--- config.mk ---
export PLATFORM = sky130hd
export DESIGN_NAME = writeback_unit
export DESIGN_NICKNAME = d
export VERILOG_FILES = /design/src/rtl/riscv_pkg.sv /design/src/rtl/wb_fifo.sv /design/src/rtl/writeback_unit.sv
export SDC_FILE = /design/constraint.sdc
export NUM_CORES = 1
export LEC_CHECK = 0
export CELL_PAD_IN_SITES_DETAIL_PLACEMENT = 1
export CELL_PAD_IN_SITES_GLOBAL_PLACEMENT = 2
export CORE_MARGIN = 3
export CORE_UTILIZATION = 30
export CTS_CLUSTER_DIAMETER = 80
export CTS_CLUSTER_SIZE = 10
export DETAILED_ROUTE_END_ITERATION = 8
export PLACE_DENSITY = 0.67
export SLEW_MARGIN = 20
export SYNTH_ARGS = -nofsm -noshare
export SYNTH_HDL_FRONTEND = slang
export SYNTH_SLANG_ARGS = --single-unit
--- constraint.sdc ---
create_clock -name clk -period 4.5 [get_ports clk]
set_input_delay 0.45 -clock clk [delete_from_list [all_inputs] [get_ports clk]]
set_output_delay 0.45 -clock clk [all_outputs]
set_load 0.05 [all_outputs]
--- src/rtl/riscv_pkg.sv ---
// Shared core definitions: datapath widths and the writeback entry carried
// through the load-return queue.
package riscv_pkg;
  localparam int XLEN       = 32;
  localparam int REG_ADDR_W = 5;
  localparam int NUM_REGS   = 32;

  typedef struct packed {
    logic [REG_ADDR_W-1:0] rd;
    logic [XLEN-1:0]       data;
  } wb_entry_t;
endpackage

--- src/rtl/wb_fifo.sv ---
// Generic synchronous FIFO with occupancy count; pushes when full and pops
// when empty are ignored.
module wb_fifo #(
  parameter int DEPTH = 4,
  parameter int WIDTH = 37
) (
  input  logic                       clk,
  input  logic                       rst,
  input  logic                       push,
  input  logic [WIDTH-1:0]           din,
  input  logic                       pop,
  output logic [WIDTH-1:0]           dout,
  output logic                       full,
  output logic                       empty,
  output logic [$clog2(DEPTH):0]     count
);
  localparam int AW = $clog2(DEPTH);
  localparam int CW = AW + 1;

  logic [WIDTH-1:0] mem [DEPTH];
  logic [AW-1:0]    wr_ptr, rd_ptr;
  logic             do_push, do_pop;

  assign full    = (count == CW'(DEPTH));
  assign empty   = (count == '0);
  assign do_push = push && !full;
  assign do_pop  = pop && !empty;
  assign dout    = mem[rd_ptr];

  always_ff @(posedge clk) begin
    if (rst) begin
      wr_ptr <= '0;
      rd_ptr <= '0;
      count  <= '0;
    end else begin
      if (do_push) wr_ptr <= wr_ptr + AW'(1);
      if (do_pop)  rd_ptr <= rd_ptr + AW'(1);
      case ({do_push, do_pop})
        2'b10:   count <= count + CW'(1);
        2'b01:   count <= count - CW'(1);
        default: count <= count;
      endcase
    end
  end

  // Storage needs no reset: entries are only visible through count.
  always_ff @(posedge clk) begin
    if (do_push) mem[wr_ptr] <= din;
  end
endmodule

--- src/rtl/writeback_unit.sv ---
// Register-file write-port driver: ALU results take priority, queued load
// returns fill the gaps, and a pending-load scoreboard drives decode stall.
module writeback_unit #(
  parameter int LQ_DEPTH = 4,
  parameter int XLEN     = 32
) (
  input  logic            clk,
  input  logic            rst,
  input  logic            alu_valid,
  input  logic [4:0]      alu_rd,
  input  logic [XLEN-1:0] alu_data,
  input  logic            ld_valid,
  output logic            ld_ready,
  input  logic [4:0]      ld_rd,
  input  logic [XLEN-1:0] ld_data,
  input  logic            issue_valid,
  input  logic [4:0]      issue_rd,
  input  logic [4:0]      rs1,
  input  logic [4:0]      rs2,
  output logic            stall,
  output logic [31:0]     busy,
  output logic [4:0]      rd,
  output logic [XLEN-1:0] write_data,
  output logic            reg_write
);
  import riscv_pkg::*;

  localparam int CW = $clog2(LQ_DEPTH) + 1;

  logic            alu_sel, lq_push, lq_pop, lq_empty, lq_full_unused;
  logic [CW-1:0]   lq_count;
  wb_entry_t       ld_entry, lq_head;
  logic            wb_is_load;
  logic [31:0]     set_mask, clr_mask;

  // Ready is driven from the registered count only, so a full queue stays
  // closed even in a cycle where it also pops.
  assign ld_ready = !rst && (lq_count != CW'(LQ_DEPTH));
  assign ld_entry = '{rd: ld_rd, data: ld_data};
  assign lq_push  = ld_valid && ld_ready && (ld_rd != '0);
  assign alu_sel  = alu_valid && (alu_rd != '0);
  assign lq_pop   = !alu_sel && !lq_empty;

  wb_fifo #(
    .DEPTH(LQ_DEPTH),
    .WIDTH($bits(wb_entry_t))
  ) u_lq (
    .clk   (clk),
    .rst   (rst),
    .push  (lq_push),
    .din   (ld_entry),
    .pop   (lq_pop),
    .dout  (lq_head),
    .full  (lq_full_unused),
    .empty (lq_empty),
    .count (lq_count)
  );

  always_ff @(posedge clk) begin
    if (rst) begin
      reg_write  <= 1'b0;
      wb_is_load <= 1'b0;
      rd         <= '0;
      write_data <= '0;
    end else begin
      reg_write  <= alu_sel || lq_pop;
      wb_is_load <= lq_pop;
      if (alu_sel) begin
        rd         <= alu_rd;
        write_data <= alu_data;
      end else if (lq_pop) begin
        rd         <= lq_head.rd;
        write_data <= lq_head.data;
      end
    end
  end

  always_comb begin
    set_mask = '0;
    clr_mask = '0;
    if (issue_valid && issue_rd != '0) set_mask[issue_rd] = 1'b1;
    if (reg_write && wb_is_load)       clr_mask[rd]       = 1'b1;
  end

  // Set is applied after clear so a reissue to a completing register wins.
  always_ff @(posedge clk) begin
    if (rst) busy <= '0;
    else     busy <= ((busy & ~clr_mask) | set_mask) & 32'hFFFF_FFFE;
  end

  assign stall = busy[rs1] | busy[rs2] | (issue_valid & busy[issue_rd]);
endmodule

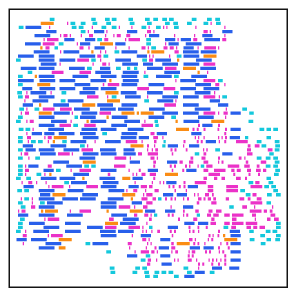
placement_by_type.png
Drawn at 1.5 px/um.
orange -> clock drivers and dummy loads  # cells 47
magenta -> combinational and other logic  # cells 429
blue -> sequential cells  # cells 227
cyan -> remaining buffers and delay cells  # cells 177

==> run notes <==
Latest figures from synthesis and place and route.

The flow ran to the end, and the final reports show no timing, DRC or antenna violations. The routability congestion estimate is between 0.8 and 0.9. The synthesized cell area is roughly 9500 um2. For reference, the critical path cell chain is clkdlybuf4s50_1 -> mux4_2 -> and4b_1 -> nor4_1 -> nand3_1 -> a2111o_1 -> clkdlybuf4s50_1.

Setup repair after global routing left no endpoint under its margin. After detailed routing, the total wire length is approximately 27000 um. Signal nets in the final route climb as high as met5. By instance count, the cell type seen most on the critical path is sky130_fd_sc_hd__clkdlybuf4s50_1. The number of gates given a new drive strength after cts is 0.

For this run, the register share of the synthesized area comes to 63.1%. The final instance count without filler cells is around 1300. After global routing the overflow that remains totals 0. The worst setup path is launched from an input port.

The total placed cells including tap cells is 1229. The area taken by multi-input combinational cells is reported as between 3000 and 4000 um2. The detailed route wirelength on metal2 is 13600 um.

The global routing report lists met3 layer usage as 3.28%. The number of detailed-routing iterations run before antenna repair is 4. The final layout reports a setup TNS of 0 ps.

The number of failing hold endpoints at the final stage is 0. Entering global routing, the biggest net connects ~79 pins. In the synthesized netlist, the cells that appear most often are 148 x sky130_fd_sc_hd__edfxtp_1, 116 x sky130_fd_sc_hd__nand2_1, 79 x sky130_fd_sc_hd__dfxtp_1, 50 x sky130_fd_sc_hd__mux4_2, 49 x sky130_fd_sc_hd__nor2_1.

The routing usage on met1 is about a fifth. The buffer type at the clock tree root is sky130_fd_sc_hd__clkbuf_16. The flow reports an fmax of about 0.26 GHz. In the routed layout, each cell is associated on average with a via count of slightly above 5. The depth of the worst hold-timing path is 2. The register name with the most flops is u_lq.mem. In the finished design, the share of the clock period the worst path needs comes to between 80% and 90%.

The number of max-cap violations is 0. The area recorded from the Yosys report for this design is about 9500 um2. The remaining antenna violation count after routing is 0.

The number of global-route vias before repair is 7116. Per the layout report, the design carries between 3000 and 4000 filler cells. The number of non-clock buffers is 177. The critical path is of the input port to output port type. The number of enable flip-flop cells is approximately 150.

For the worst flop-to-flop path, the logic depth is 5. The minimum period implied by the final worst setup slack is between 3000 and 4000 ps. The total number of clock tree sinks is 227. The post-placement worst setup slack is 650 ps. The post-route report lists met1 wire length as approximately 12000 um. Per the OpenROAD floorplan log, the height of the die is 184 um. The worst hold path begins at write_data[29]$_SDFFE_PP0P_. The first global-routing pass estimated roughly 42000 um of wire. The net count of the mapped netlist is between 800 and 900. The number of multi-input combinational cells in the layout is about 420.

Counting flops with an async set or reset pin after synthesis yields a share of 0%. CTS reports a maximum clock tree buffer depth of 3. The sequential cells in the finished layout cover a total of a little over 6000 um2.

The worst setup margin is ~630 ps. The proportion of power drawn by flip-flops and latches is between 40% and 50%. The distinct cell type count after synthesis is around 52. The cell kind with the greatest summed area is registers. The horizontal die dimension is between 150 and 200 um. The final hold slack is ~480 ps. The adder-cell area share of the yosys netlist is less than 1%. From the final report, the count of setup violators was given as 0. The cell-internal power is 4080 uW. The analysis attributes to cell leakage a power of approximately 0.004 uW. At the worst endpoint, the required time is roughly 4100 ps.

The number of primary I/O pins is ~170. The analysis reports a worst IR drop on VDD of about 0.27 mV. For met2 alone, demand over resource in global routing was between 20 and 30%. Clock-pin slew was measured on the worst setup and hold paths at 60 ps. According to the cell report, flip-flops and latches in the layout number roughly 230. At the end of the flow the core is filled with cells to about 40%.

In this run the power density over the cells is 483 nW/um2. The share of power burned in the clock network is a little under a third. The worst hold path belongs to the class flip-flop to flip-flop.

The number of diodes is 0. Looking at the gate-level netlist, the highest instance count belongs to sky130_fd_sc_hd__edfxtp_1. OpenSTA lists the critical path startpoint as rs1[0].

Detailed placement reports a standard cell area of approximately 12000 um2. For reference, the top cells by area after synthesis are sky130_fd_sc_hd__edfxtp_1 47%, sky130_fd_sc_hd__dfxtp_1 17%, sky130_fd_sc_hd__mux4_2 12%. Looking at the max-slew report, the worst-margin pin has a slew of ~1100 ps.

After detailed routing, the number of remaining DRC violations is 0. Per the final report, max-transition violations number 0. The synthesized netlist devotes less than 1% of its cell area to XOR and XNOR gates. The type of element capturing the critical path is an output port.

The number of buffers added on ports is between 150 and 200. The proportion of synthesized area in mux cells is between 10% and 20%. The share of the final layout cell area in multi-input gates is around a quarter. The hold buffer count at cts is 0. The full die area is ~34000 um2. Data arrives at the worst endpoint at ~3400 ps. The fraction of the core area occupied by cells at floorplan is between 30% and 40%.

The register with the most flip-flops in the layout has 148 of them. The average wire per cell in the routed design is 21.5 um. The number of antenna violations at the first check in global routing is 2. The per-instance average area after synthesis is 13.5 um2. Per the synthesis report, the AND-OR/OR-AND share of the synthesized area is between 8 and 9%. The data-path buffer share of cell area in the final layout is 14.1%.
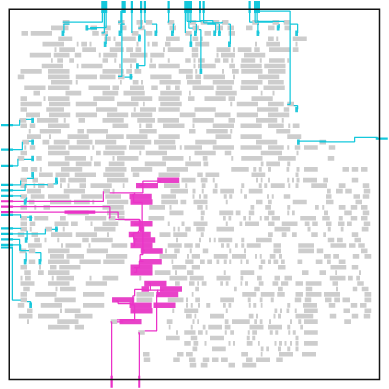
io_fan.png
Drawn at 2 px/um.
cyan -> alu_data  # direction input, edge 19 north, 12 west, 1 east, end cells 32, buffers 32, wire 678 um
magenta -> ld_rd  # direction input, edge 3 west, 2 south, end cells 22, buffers 5, wire 438 um

==> path summary, 6_finish.rpt <==
kind / endpoint / slack, ps
hold reg to reg: write_data[29]$_SDFFE_PP0P_ / 480
setup reg to reg: u_lq.mem[1][6]$_DFFE_PP_ / 1730
setup / recovery: stall / 630
hold / removal: write_data[29]$_SDFFE_PP0P_ / 480
==> critical path: cells and delay by family <==
family	cells	cell delay, ps
buffers and inverters	2	1480
and+or+nand+nor	3	630
muxes	1	550
AOI/OAI and AO/OA	1	310
==> power groups by stage <==
stage | logic, uW | clock network, uW | registers (uW)
finish | 1510 | 1890 | 2550
floorplan | 819 | 0 | 2740
global placement | 1530 | 0 | 2600
CTS | 1550 | 1970 | 2560
detailed placement | 1540 | 0 | 2600
global route | 1650 | 2050 | 2590
No activity file was given, so power comes from the tool's default toggle rates.
